==> config.mk <==
export PLATFORM = sky130hd
export DESIGN_NAME = cell_char_seq
export DESIGN_NICKNAME = d
export VERILOG_FILES = /design/src/rtl/cell_char_pkg.sv /design/src/rtl/cell_char_seq_z_sync2.sv /design/src/rtl/cell_char_seq.sv
export SDC_FILE = /design/constraint.sdc
export NUM_CORES = 1
export LEC_CHECK = 0
export CORE_MARGIN = 3
export CORE_UTILIZATION = 52
export CTS_CLUSTER_DIAMETER = 60
export CTS_CLUSTER_SIZE = 24
export DETAILED_ROUTE_END_ITERATION = 8
export PLACE_DENSITY = 0.78
export REMOVE_ABC_BUFFERS = 1
export SLEW_MARGIN = 25
export SYNTH_ARGS = -nofsm -noshare
export SYNTH_HDL_FRONTEND = slang
export SYNTH_HIERARCHICAL = 1
export SYNTH_SLANG_ARGS = --single-unit
==> constraint.sdc <==
create_clock -name CK -period 2.8 [get_ports CK]
set_clock_uncertainty 0.15 [all_clocks]
set_input_delay 0.56 -clock CK [delete_from_list [all_inputs] [get_ports CK]]
set_output_delay 0.56 -clock CK [all_outputs]
set_load 0.005 [all_outputs]
==> src/rtl/cell_char_pkg.sv <==
// Shared types and constants for the standard-cell characterization sequencer.
package cell_char_pkg;

  typedef enum logic [1:0] {
    IDLE,
    SETTLE,
    SAMPLE,
    FINISH
  } state_t;

  // P1N2SER, vector index {A,B,C}: Z=1 when !A && !(B&C), Z=0 when A&B&C, rest masked.
  localparam logic [7:0] P1N2SER_EXP_VAL  = 8'b0000_0111;
  localparam logic [7:0] P1N2SER_EXP_MASK = 8'b1000_0111;

  // Bits needed to hold SETTLE_CYC-1.
  function automatic int unsigned cnt_width(input int unsigned settle_cyc);
    int unsigned w;
    w = 1;
    while ((32'd1 << w) < settle_cyc) w = w + 1;
    return w;
  endfunction

endpackage

==> src/rtl/cell_char_seq_z_sync2.sv <==
// Two-flop synchronizer for the asynchronous cell-under-test output.
module z_sync2 (
  input  logic clk,
  input  logic rst,
  input  logic d,
  output logic q
);

  logic meta;

  always_ff @(posedge clk) begin
    if (rst) begin
      meta <= 1'b0;
      q    <= 1'b0;
    end else begin
      meta <= d;
      q    <= meta;
    end
  end

endmodule

==> src/rtl/cell_char_seq.sv <==
// Exhaustive self-test sequencer: steps the CUT through every input vector,
// samples the synchronized output and scores it against a masked truth table.
module cell_char_seq
  import cell_char_pkg::*;
#(
  parameter int unsigned        N_IN       = 3,
  parameter int unsigned        SETTLE_CYC = 4,
  parameter logic [2**N_IN-1:0] EXP_VAL    = P1N2SER_EXP_VAL,
  parameter logic [2**N_IN-1:0] EXP_MASK   = P1N2SER_EXP_MASK
) (
  input  logic            CK,
  input  logic            RST,
  input  logic            START,
  input  logic            ABORT,
  input  logic            Z_IN,
  output logic [N_IN-1:0] DRV,
  output logic            BUSY,
  output logic            DONE,
  output logic            PASS,
  output logic [N_IN:0]   FAIL_CNT,
  output logic [N_IN-1:0] FIRST_FAIL,
  output logic            FIRST_FAIL_VLD
);

  localparam int unsigned     CW     = cnt_width(SETTLE_CYC);
  localparam logic [CW-1:0]   RELOAD = CW'(SETTLE_CYC - 1);
  localparam logic [N_IN-1:0] LAST   = '1;

  state_t          state, state_nxt;
  logic [CW-1:0]   cnt, cnt_nxt;
  logic [N_IN-1:0] drv_nxt, ff_nxt;
  logic [N_IN:0]   fail_nxt;
  logic            busy_nxt, done_nxt, pass_nxt, vld_nxt;
  logic            to_finish;
  logic            z_s;

  z_sync2 u_sync (
    .clk (CK),
    .rst (RST),
    .d   (Z_IN),
    .q   (z_s)
  );

  // DRV doubles as the vector index; it is only meaningful while BUSY.
  always_comb begin
    state_nxt = state;
    cnt_nxt   = cnt;
    drv_nxt   = DRV;
    busy_nxt  = BUSY;
    done_nxt  = 1'b0;
    pass_nxt  = PASS;
    fail_nxt  = FAIL_CNT;
    ff_nxt    = FIRST_FAIL;
    vld_nxt   = FIRST_FAIL_VLD;
    to_finish = 1'b0;

    case (state)
      IDLE: begin
        if (START && !ABORT) begin
          state_nxt = SETTLE;
          drv_nxt   = '0;
          cnt_nxt   = RELOAD;
          fail_nxt  = '0;
          vld_nxt   = 1'b0;
          pass_nxt  = 1'b0;
          busy_nxt  = 1'b1;
        end
      end
      SETTLE: begin
        cnt_nxt = cnt - 1'b1;
        if (ABORT)                to_finish = 1'b1;
        else if (cnt_nxt == '0)   state_nxt = SAMPLE;
      end
      SAMPLE: begin
        if (EXP_MASK[DRV] && (z_s != EXP_VAL[DRV])) begin
          fail_nxt = FAIL_CNT + 1'b1;
          if (!FIRST_FAIL_VLD) begin
            ff_nxt  = DRV;
            vld_nxt = 1'b1;
          end
        end
        if (ABORT || (DRV == LAST)) begin
          to_finish = 1'b1;
        end else begin
          drv_nxt   = DRV + 1'b1;
          cnt_nxt   = RELOAD;
          state_nxt = SETTLE;
        end
      end
      FINISH: state_nxt = IDLE;
      default: state_nxt = IDLE;
    endcase

    // PASS uses fail_nxt so a mismatch in the final SAMPLE is already counted.
    if (to_finish) begin
      state_nxt = FINISH;
      busy_nxt  = 1'b0;
      done_nxt  = 1'b1;
      drv_nxt   = '0;
      pass_nxt  = !ABORT && (fail_nxt == '0);
    end
  end

  always_ff @(posedge CK) begin
    if (RST) begin
      state          <= IDLE;
      cnt            <= '0;
      DRV            <= '0;
      BUSY           <= 1'b0;
      DONE           <= 1'b0;
      PASS           <= 1'b0;
      FAIL_CNT       <= '0;
      FIRST_FAIL     <= '0;
      FIRST_FAIL_VLD <= 1'b0;
    end else begin
      state          <= state_nxt;
      cnt            <= cnt_nxt;
      DRV            <= drv_nxt;
      BUSY           <= busy_nxt;
      DONE           <= done_nxt;
      PASS           <= pass_nxt;
      FAIL_CNT       <= fail_nxt;
      FIRST_FAIL     <= ff_nxt;
      FIRST_FAIL_VLD <= vld_nxt;
    end
  end

endmodule

Fig. 1: run 1, routed metal, one color a layer
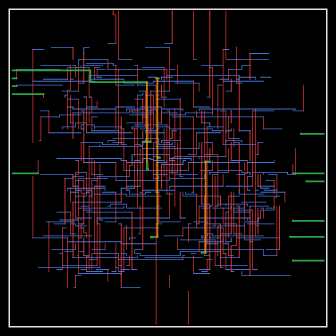
- orange: met4 (wire length 56.4 um)
- blue: met1 (wire length 1,130 um)
- green: met3 (wire length 70.6 um)
- red: met2 (wire length 1,130 um)

Fig. 2: run 1, metal 2
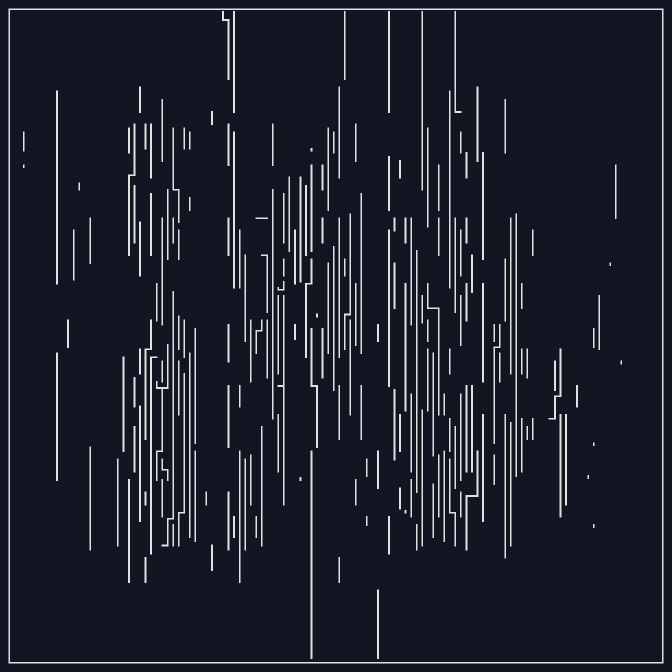
- longest straight run: 21.8 um
- share of all routed wire: 47%
- wire length on this layer: 1,130 um
- main direction: vertical

==> CHANGELOG.md, run 1 <==
### Changed

* Status: finished clean
* Chip Area, Yosys at about 0.0012 sq mm
* Area delta synth->final at 20.0%
* Final design area excluding fillers at 0.00145 sq mm
* Worst path cell trace: inv_1 > ha_1 > and2_4 > or4_4 > a211oi_2 > o21bai_1
* Reg power frac at around 42%
* Worst IR Drop VDD at 0.556 mV
* Nets at 162
* Hold_ws at 0.306 ns
* Dpl ws at around 0.37 ns
* Via Count at 1,000
* Final min period at 2.24 ns
* Most crowded layer after global routing: met2
* Crit start category: register
* TritonCTS clock tree: built
* Clock sink total at 22
* Switching Fraction at between 30% and 40%
* Die H at between 50 and 60 um
* Die Area at approximately 0.0029 sq mm
* Max Buffers Root-to-Sink at 2
* Worst skew pair latency at 0.31 ns
* Log Warnings at 28
* Max-Slew Margin vs Limit at 63.6%
* Number of I/O pins at 19
* Clock transition at path regs at 0.12 ns
* Yosys reg bits at 22
* Setup violators final at 0
* Fin. max-slew vios at 0
* Final GP Congestion at 0.806
* Post-CTS sizing at 0
* Share of layout cells above drive strength 1 at 8.78%
* Synth Instances at 129
* Worst path buffer plus inverter count at 1
* Max_cap viols at 0
* Slew @ Worst Pin at 0.546 ns
* Core area at around 0.0021 sq mm
* Pwr dens at roughly 640 mW/mm^2
* Max Fclk at 446 MHz
* Cycle use final at 80.0%
* GRT Util Overall at about a fifth
* Starting DRT DRC Count at 31
* Grt ovf at 0
* H-tree levels at 1
* HP Class: reg -> reg
* Int Pwr at 605 uW
* Yosys warns at 6
* # fillers at 178
* Combinational share of power at 39.7%
* Root Buffer: clkbuf_4
* CP delay by family, top: simple AND/OR/NAND/NOR gates
* Vias in the first global route at between 900 and 1k
* Area after DPL at 0.00141 sq mm
* Antenna cell count at 0
* Placed wire-length estimate at 1800 um
* Slowest Stage Delay on Critical Path at 0.55 ns
* Post-synthesis cell type count at 47
* Post-route setup TNS at 0 ns
* Routed wire length at ~2400 um
* Fp util at 58.1%
* IO buf count at 18
* Fin. Hold Viols at 0
* Main area contributors: dfxtp_1 36%, ha_1 8.3%, mux2i_1 3.3%, a21oi_1 2.9%, nor2b_1 2.6%
* Crit-path max FO at 15
* Avg Cell Area, Syn at approximately 9.4 sq um
* Met2 Use GR at 31.1%
* CTS Buf Count at 3
* Critical path arrival at about 2.3 ns
* Initial antenna violation count at 0
* Global-route met3 utilization at 2.45%
* Final worst setup slack at roughly 0.56 ns
* Switching power at between 300 and 400 uW
* Vias per inst at around 5.7
* WS Path Type: reg -> reg
* Pleak at 0.596 nW
* CP max-delay cell: or4_4
* Cell taking the most area after synthesis: dfxtp_1
* Post-synthesis sequential area ratio at 36.4%
* First-pass GRT wire length at 4060 um
* Postcts setup bufs at 0
* Die extent in x at 54.2 um
* Critical Path RT at between 2 and 3 ns
* Area leader share at 36.4%
* RSZ-0062 raised after global routing: no
* Residual DRC at 0
* Clock network fraction of design power at 18.8%
* Detail Route Antenna Nets at 0
* Post-layout power at 934 uW
* Placed insts at 171
* CP Capture Type: register
* Post-Syn Area at around 0.0012 sq mm
* Num rows at 16
* DRT Pass-1 Iters at 4
* Pin count of the biggest net entering global routing at 16
* Fin cells at 175
* Hold buffer count at cts at 0
* Yosys cell count at 129
Fig. 3: run 1, routing congestion
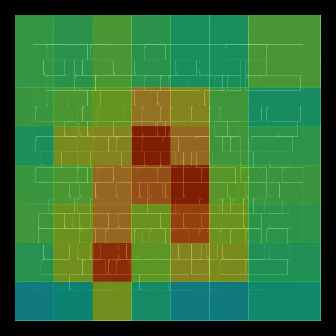
met1 usage in global routing: 24.2%
Final Util: 69.7%
DR WL/cell: 13.7 um

[run 1: synth_stat cells (all sizes together)]
cell     number
o211a         1
nand2b        4
clkbuf        3
o32ai         1
a21boi        3
nand2         7
a31oi         1
a211o         1
o21bai        2
ha            8
and3          2
o2111ai       1
o21a          3
xor2          3
mux2i         4
and3b         1
or4           1
o311ai        1
nand4b        1
buf           1
a211oi        3
o31a          1
and4          1
inv           7
dfxtp        22
nand3         2
a31o          1
o32a          1
and2          2
nand3b        3
or2           1
nor2b         6
a21oi         7
and4b         1
nor3          5
a2111oi       1
nor4          1
nor3b         2
o21ai         5
nor2          8
[run 1: power by group through the flow]
stage | Sequential [mW] | Combinational [mW] | Clock [mW]
final | 0.388 | 0.371 | 0.175
after global routing | 0.394 | 0.416 | 0.193
after CTS | 0.389 | 0.370 | 0.181
after detailed placement | 0.396 | 0.369 | 0
after global placement | 0.394 | 0.361 | 0
after floorplan | 0.391 | 0.270 | 0
[run 1: state kept, by name, summed over array words and instances, names as in the netlist, 2 cells and up, named ones only]
name and flops:
DRV 3, FIRST_FAIL 3, FAIL_CNT 4, state 2, cnt 2
[run 1: kinds of logic after synthesis]
group,Yosys count,share of synthesized area [%]
mux,4,3.31
compound gates,33,21.9
fa+ha+maj,8,8.28
simple gates,48,23.7
xor+xnor,3,2.80
buf+inv,11,3.52
flops,22,36.4
[run 1: final timing paths]
path / from / to / slack [ns] / depth (start not counted)
max: state[0]$_SDFFE_PP0P_ / register / 0.56 / 6
max reg2reg: state[0]$_SDFFE_PP0P_ / register / 0.56 / 6
min reg2reg: u_sync/meta$_SDFF_PP0_ / u_sync/q$_SDFF_PP0_ / 0.31 / 1
min: u_sync/meta$_SDFF_PP0_ / u_sync/q$_SDFF_PP0_ / 0.31 / 1
[run 1: per-layer routing]
metal  vias to the layer above  wire (um)
li1                        505          -
met1                       470       1130
met2                        18       1130
met3                         7         70
met4                         0         56
met5                         -          0
[run 1: area by class of cell]
type	count	area, sq um	share of cell area (%)
clock buffer	4	36.3	2.50
inverter	7	26.3	1.81
multi-input combinational	96	726	50.0
sequential	22	440	30.4
tap	27	33.8	2.33
timing repair buffer	19	188	12.9
[run 1: cells in the final DEF (no fill, tap or decap), types with 3 or more instances in the layout]
cell type / n
nor2b_1: 5
dfxtp_1: 22
o21a_1: 3
ha_1: 8
inv_1: 7
nand2b_1: 4
nand3b_1: 3
o21ai_0: 4
mux2i_1: 4
clkbuf_4: 3
nor3_1: 5
a21oi_1: 7
clkdlybuf4s50_1: 18
nand2_1: 7
nor2_1: 8
Fig. 4: run 1, gate-type map
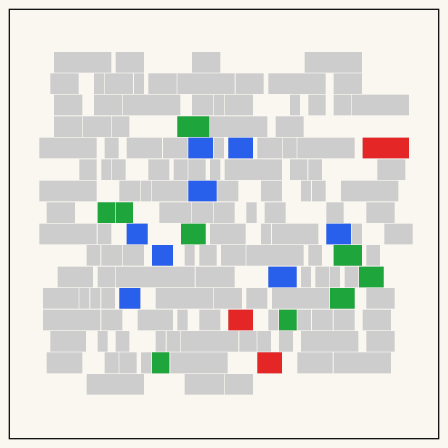

==> run 2: changes to the inputs <==
- clock period: 2.8 -> 2.1 ns (I/O delays scaled with it)
Fig. 5: run 2, gate-type map
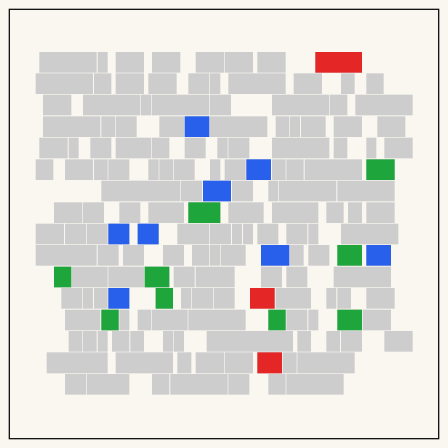
- red: XOR/XNOR gates (cells 3; most used xor2_1)
- green: AND and OR gates (cells 9; most used and3_1)
- blue: AND-OR and OR-AND gates (cells 8; most used o21a_1)
most instantiated logic cell after routing: dfxtp_1
fin cells: 192
logic share of the area: 45.5%

Fig. 6: run 2, routing congestion
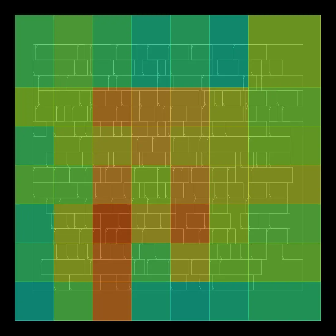
met1 usage in global routing: 27.9%
most crowded layer after global routing: met2
met2 Use GR: 39.4%
Final Util: 76.8%
DR WL/cell: 14.1 um

==> run 2 against run 1 <==
Core utilization increased by 7.2 points. Via count increased by 4.7%. Global-route usage increased by 3.4 points. Register-to-register slack got worse by 0.49 ns. Die area unchanged. Flip-flop count unchanged.
==> CHANGELOG.md, run 2 <==
### Changed

* Status: finished clean
* Critical path arrival at 2.08 ns
* Pleak at about 0.69 nW
* Main area contributors: dfxtp_1 36%, ha_1 8.3%, mux2i_1 3.3%, a21oi_1 2.9%, nor2b_1 2.6%
* RSZ-0062 raised after global routing: no
* Detail Route Antenna Nets at 0
* Post-route setup TNS at 0 ns
* CP most frequent cell: ha_1
* Worst IR Drop VDD at 0.656 mV
* Final min period at 2.03 ns
* Critical Path RT at 2.15 ns
* Starting DRT DRC Count at 12
* Number of I/O pins at 19
* Log Warnings at 28
* Max Buffers Root-to-Sink at 2
* Cell taking the most area after synthesis: dfxtp_1
* Die extent in x at 54.2 um
* Yosys warns at 6
* Post-Synth XOR/XNOR Area at 2.80%
* Mux frac, synth at around 3.3%
* Hold buffer count at cts at 0
* Final design area excluding fillers at roughly 0.0016 sq mm
* Max FFs per register at 4
* CP Capture Type: register
* Area delta synth->final at 32.3%
* Synth Instances at 129
* Adder share at 8.28%
* Die Area at 0.00294 sq mm
* Slew @ Worst Pin at 0.431 ns
* Setup violators final at 0
* Fp util at between 50 and 60%
* Area after DPL at 0.00154 sq mm
* Chip Area, Yosys at approximately 0.0012 sq mm
* Top cells by count: 22 x dfxtp_1, 8 x ha_1, 8 x nor2_1
* DRT Pass-1 Iters at 4
* Max Fclk at 492 MHz
* Yosys reg bits at 22
* IO buf count at 18
* Crit-path max FO at 6
* Grt ovf at 0
* Aoi share at between 20 and 25%
* Commonest flop: dfxtp_1
* Post-synthesis sequential area ratio at 36.4%
* Clock sink total at 22
* Max_cap viols at 0
* Nets at roughly 180
* CP max-delay cell: or4_4
* EDFF count, synth at 0
* GRT Util Overall at around 22%
* Area leader share at 36.4%
* CP Depth at 6
* Num rows at 16
* Cycle use final at 96.7%
* Slowest Stage Delay on Critical Path at between 0.5 and 0.6 ns
* Dpl ws at -0.110 ns
* Routed wire length at 2700 um
* Postcts setup bufs at 0
* TritonCTS clock tree: built
* H-tree levels at 1
* Worst skew pair latency at 0.31 ns
* Reg2reg path depth at 6
* Placed insts at 188
* Post-synth ARST share at 0%
* Count leader, synth: dfxtp_1
* Root Buffer: clkbuf_4
* Worst path buffer plus inverter count at 0
* CP delay by family, top: simple AND/OR/NAND/NOR gates
* Final GP Congestion at 0.832
* Core area at between 0.002 and 0.0025 sq mm
* Fin. Hold Viols at 0
* Max-Slew Margin vs Limit at 71.3%
* Crit start category: register
* First-pass GRT wire length at 4860 um
* Vias per inst at 5.45
* Share of layout cells above drive strength 1 at between 20% and 30%
* Post-Syn Area at 0.00121 sq mm
* Pin count of the biggest net entering global routing at 14
* Die H at 54.2 um
* Post-synthesis cell type count at 47
* Placed wire-length estimate at 2120 um
* Hold Path Cell Cnt at 2
* Biggest regs: FAIL_CNT x4, DRV x3, FIRST_FAIL x3
* Clock transition at path regs at 0.12 ns
* Post-layout power at ~1.4 mW
* HP Class: reg -> reg
* Pwr dens at slightly below 900 mW/mm^2
* Residual DRC at 0
* Avg Cell Area, Syn at 9.37 sq um
* Antenna cell count at 0
* CTS Buf Count at 3
* WS Path Type: reg -> reg
* Vias in the first global route at 1,113
* Initial antenna violation count at 0
* Yosys cell count at 129
Fig. 7: run 2, routed metal, one color a layer
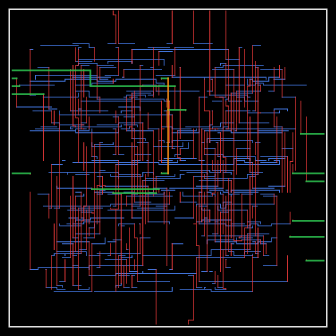
- orange: met4 (wire length 16.3 um)
- green: met3 (wire length 91.0 um)
- red: met2 (wire length 1,350 um)
- blue: met1 (wire length 1,250 um)

==> run 2: cell types whose count changed in the layout (fill, tap and decap cells not counted), sizes merged <==
cell	before	now
buf	1	18
bufinv	0	1
clkbuf	4	3
==> run 2: area by class of cell <==
type	count	area (sq um)
clock buffer	3	22.5
clock inverter	1	30.0
fill	147	483
inverter	7	26.3
multi-input combinational	96	728
sequential	22	443
tap	27	33.8
timing repair buffer	36	315
==> run 2: path summary, 6_finish.rpt <==
kind	from	endpoint	slack, ns
setup reg to reg	DRV[0]$_SDFFE_PP0N_	register	0.07
setup / recovery	DRV[0]$_SDFFE_PP0N_	register	0.07
hold / removal	BUSY$_SDFFE_PP0P_	BUSY$_SDFFE_PP0P_	0.31
hold reg to reg	BUSY$_SDFFE_PP0P_	BUSY$_SDFFE_PP0P_	0.31
==> run 2: stage by stage <==
step / hold WS, ns / util, %
final: 0.309 / 76.8
after global routing: 0.351 / 76.8
after CTS: 0.309 / 76.6
after detailed placement: 0.290 / 74.0
after global placement: 0.276 / 74.0
after floorplan: 0.264 / -
==> run 2: kinds of logic (layout without fill, tap and decap cells) <==
family / Yosys count / in the layout
buffers and inverters: 11 / 47
flip-flops: 22 / 22
AND-OR/OR-AND: 33 / 33
adder cells (fa/ha/maj): 8 / 8
multiplexers: 4 / 4
XOR/XNOR: 3 / 3
AND/OR/NAND/NOR: 48 / 48
==> run 2: worst min-delay path, cell delays in order (launching register included) <==
cell,delay (ns)
dfxtp_1,0.33
inv_1,0.05
a21oi_1,0.05
==> run 2: layer usage <==
layer / track usage (%) / share of wire [%]
met1: 27.9 / 46
met2: 39.4 / 50
met3: 4.09 / 3.4
met4: 4.98 / 0.59
met5: 0 / 0
==> run 2: where the power goes <==
part	internal (mW)	switching [mW]	total [mW]
Clock	0.193	0.127	0.320
Sequential	0.474	0.0454	0.520
Combinational	0.297	0.289	0.586
Total	0.965	0.461	1.43
==> run 3: changes to the inputs <==
- ABC_CLOCK_PERIOD_IN_PS: default -> 2100
Fig. 8: run 3, routing congestion
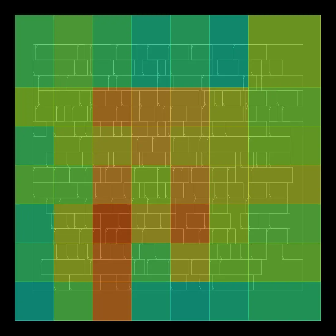
global-route met3 utilization: 4.09%
GRT Util Overall: 22.3%

Fig. 9: run 3, metal 2
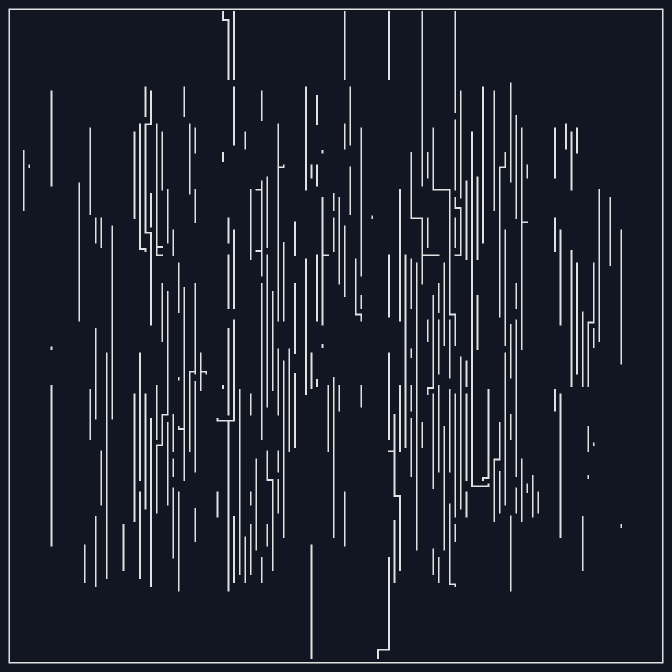
- wire length on this layer: 1,350 um
- share of all routed wire: 50%
- nets with wire on the layer: 159
- main direction: vertical
- longest straight run: 29.4 um
Via Count: 1,047
routed wire length: 2700 um

==> run 3 against run 2 <==
Die area stayed put. Total power stayed put. Via count stayed put. Critical path depth stayed put. Flip-flop count stayed put. Sequential power hardly changed. Combinational power hardly changed. Clock power hardly changed.
==> CHANGELOG.md, run 3 <==
### Changed

* Hold buffer count at cts at 0
* Clock network fraction of design power at 22.4%
* Yosys reg bits at 22
* Final GP Congestion at 0.832
* Area delta synth->final at 32.3%
* Comb area leader: simple AND/OR/NAND/NOR gates
* DR WL/cell at 14.1 um
* Count leader, synth: dfxtp_1
* Top cells by count: 22 x dfxtp_1, 8 x ha_1, 8 x nor2_1
* CP Capture Type: register
* Share of layout cells above drive strength 1 at approximately 20%
* Max Fclk at 492 MHz
* Chip Area, Yosys at 0.00121 sq mm
* Max FFs per register at 4
* Max_cap viols at 0
* Clock transition at path regs at approximately 0.12 ns
* Nets at 179
* Adder share at under 10%
* Die H at 54.2 um
* Clock sink total at 22
* CP delay by family, top: simple AND/OR/NAND/NOR gates
* Vias per inst at 5.45
* H-tree levels at 1
* Aoi share at 21.9%
* Setup violators final at 0
* # fillers at about 150
* Reg2reg path depth at 6
* Yosys warns at 6
* Max Buffers Root-to-Sink at 2
* RSZ-0062 raised after global routing: no
* Antenna cell count at 0
* Status: finished clean
* Cell taking the most area after synthesis: dfxtp_1
* Placed wire-length estimate at 2120 um
* Root Buffer: clkbuf_4
* Post-synthesis sequential area ratio at a little over a third
* CP Depth at 6
* Switching power at 461 uW
* First-pass GRT wire length at 4860 um
* Final min period at 2.03 ns
* Post-synth ARST share at 0%
* Post-Synth Simple-Gate Area at 23.7%
* Hold_ws at 0.309 ns
* Initial antenna violation count at 0
* Fin. max-slew vios at 0
* Area leader share at a little over a third
* Slew @ Worst Pin at roughly 0.43 ns
* Most numerous logic cells after layout: 20 x dfxtp_1, 18 x clkdlybuf4s50_1, 18 x buf_4
* Avg Cell Area, Syn at 9.37 sq um
* CP max-delay cell: or4_4
* Cycle use final at 96.7%
* Worst IR Drop VDD at 0.656 mV
* Biggest regs: FAIL_CNT x4, DRV x3, FIRST_FAIL x3
* HP Class: reg -> reg
* Reg-to-reg slack, setup at 0.07 ns
* Number of I/O pins at 19
* Worst path buffer plus inverter count at 0
* Combinational share of power at 41.1%
* Post-layout power at between 1 and 1.5 mW
* Die Area at 0.00294 sq mm
* Pin count of the biggest net entering global routing at 14
* Log Warnings at 28
* Vias in the first global route at ~1.1k
* Int Pwr at 965 uW
* Slowest Stage Delay on Critical Path at 0.55 ns
* Die extent in x at about 54 um
* Starting DRT DRC Count at 12
* Post-Syn Area at approximately 0.0012 sq mm
* WS Path Type: reg -> reg
* Mux frac, synth at 3.31%
* Worst path cell trace: ha_1 > ha_1 > and2_4 > or4_4 > a211oi_2 > o21bai_1
* Most instantiated logic cell after routing: dfxtp_1
* Critical path arrival at about 2.1 ns
* EDFF count, synth at 0
* Setup crit start: DRV[0]$_SDFFE_PP0N_
* Max-Slew Margin vs Limit at 71.3%
* R2R Path Start: DRV[0]$_SDFFE_PP0N_
* Num rows at 16
* Post-synthesis cell type count at ~47
* Main area contributors: dfxtp_1 36%, ha_1 8.3%, mux2i_1 3.3%, a21oi_1 2.9%, nor2b_1 2.6%
* Pwr dens at just under 900 mW/mm^2
* Register bank with the most flops: FAIL_CNT
* Detail Route Antenna Nets at 0
* Switching Fraction at between 30 and 40%
* Crit-path max FO at 6
* CP most frequent cell: ha_1
* Commonest flop: dfxtp_1
* Synth Instances at 129
* TritonCTS clock tree: built
* Residual DRC at 0
* Grt ovf at 0
* Pleak at 0.686 nW
* DRT Pass-1 Iters at 4
* IO buf count at 18
* Reg power frac at 36.5%
* Crit start category: register
* Yosys cell count at 129
* Worst skew pair latency at 0.31 ns
* Critical Path RT at 2.15 ns
* Post-Synth XOR/XNOR Area at 2.80%
* CTS Buf Count at 3
* Fin. Hold Viols at 0
Fig. 10: run 3, local utilization
The die is cut into 11 by 11 equal tiles; white is low, dark blue is high, 0 to 100% covered.
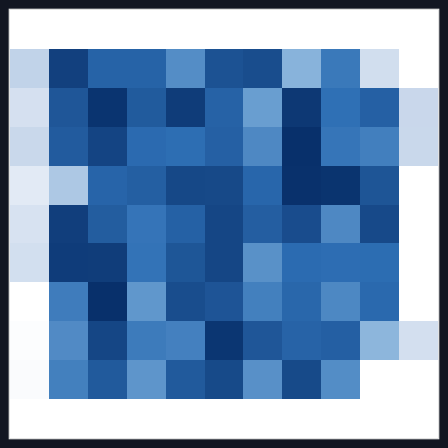
- fullest tile: 100%
- densest ninth of the die: middle
- tiles over 75% full: 45%
fp util: 58.1%
core area: 0.00208 sq mm

==> run 3: power groups by stage <==
stage | combinational, mW | sequential (mW) | clock (mW)
3_5_place_dp | 0.583 | 0.525 | 0
3_3_place_gp | 0.564 | 0.521 | 0
2_1_floorplan | 0.360 | 0.521 | 0
4_1_cts | 0.586 | 0.516 | 0.328
6_report | 0.586 | 0.520 | 0.320
5_1_grt | 0.652 | 0.529 | 0.355
==> run 3: how the worst min path moves through the flow <==
| stage | start | to | cells after the start |
|---|---|---|---|
| CTS | BUSY$_SDFFE_PP0P_ | BUSY$_SDFFE_PP0P_ | 2 |
| floorplan | u_sync/meta$_SDFF_PP0_ | u_sync/q$_SDFF_PP0_ | 1 |
| global placement | u_sync/meta$_SDFF_PP0_ | u_sync/q$_SDFF_PP0_ | 1 |
| global route | BUSY$_SDFFE_PP0P_ | BUSY$_SDFFE_PP0P_ | 2 |
| detailed placement | BUSY$_SDFFE_PP0P_ | BUSY$_SDFFE_PP0P_ | 2 |
| finish | BUSY$_SDFFE_PP0P_ | BUSY$_SDFFE_PP0P_ | 2 |
==> run 3: what timing repair did <==
action	4_1_cts	5_1_grt
buffers inserted	0	0
setup endpoints to repair	0	2
gates resized	0	3
==> run 3: stage by stage <==
stage	setup WS [ns]	instances	setup TNS (ns)	instance area [sq um]	util, %
2_1_floorplan	0.0656	125	0	1190	-
3_3_place_gp	-0.0683	188	-0.175	1540	74.0
3_5_place_dp	-0.110	188	-0.437	1540	74.0
4_1_cts	0.00244	192	0	1590	76.6
5_1_grt	0.00563	192	0	1600	76.8
6_report	0.0692	192	0	1600	76.8
==> run 3: worst register-to-register path: cells and delay by family, from the launching register on <==
family | cells | cell delay [ns]
AND-OR/OR-AND | 2 | 0.32
flip-flops | 1 | 0.34
AND/OR/NAND/NOR | 2 | 0.73
adder cells (fa/ha/maj) | 2 | 0.40
==> run 3: layer usage <==
layer | global-route usage [%] | share of wire (%) | vias to the layer above | routed length (um)
met5 | 0 | 0 | - | 0
met4 | 4.98 | 0.59 | 0 | 16
met3 | 4.09 | 3.4 | 3 | 91
met2 | 39.4 | 50 | 18 | 1350
met1 | 27.9 | 46 | 491 | 1250
li1 | - | - | 535 | -
==> run 3: cell families after synthesis <==
group | count (synthesis)
flip-flops | 22
buffers and inverters | 11
AND-OR/OR-AND | 33
AND/OR/NAND/NOR | 48
multiplexers | 4
XOR/XNOR | 3
adder cells (fa/ha/maj) | 8
==> run 3: cell type report <==
cell class                      instances  area [sq um]  share of cell area, %
Inverter                                7          26.3                   1.64
Clock buffer                            3          22.5                   1.41
Multi-Input combinational cell         96           728                   45.5
Sequential cell                        22           443                   27.7
Clock inverter                          1          30.0                   1.88
Tap cell                               27          33.8                   2.11
Timing Repair Buffer                   36           315                   19.7
No activity file was given, so power comes from the tool's default toggle rates.
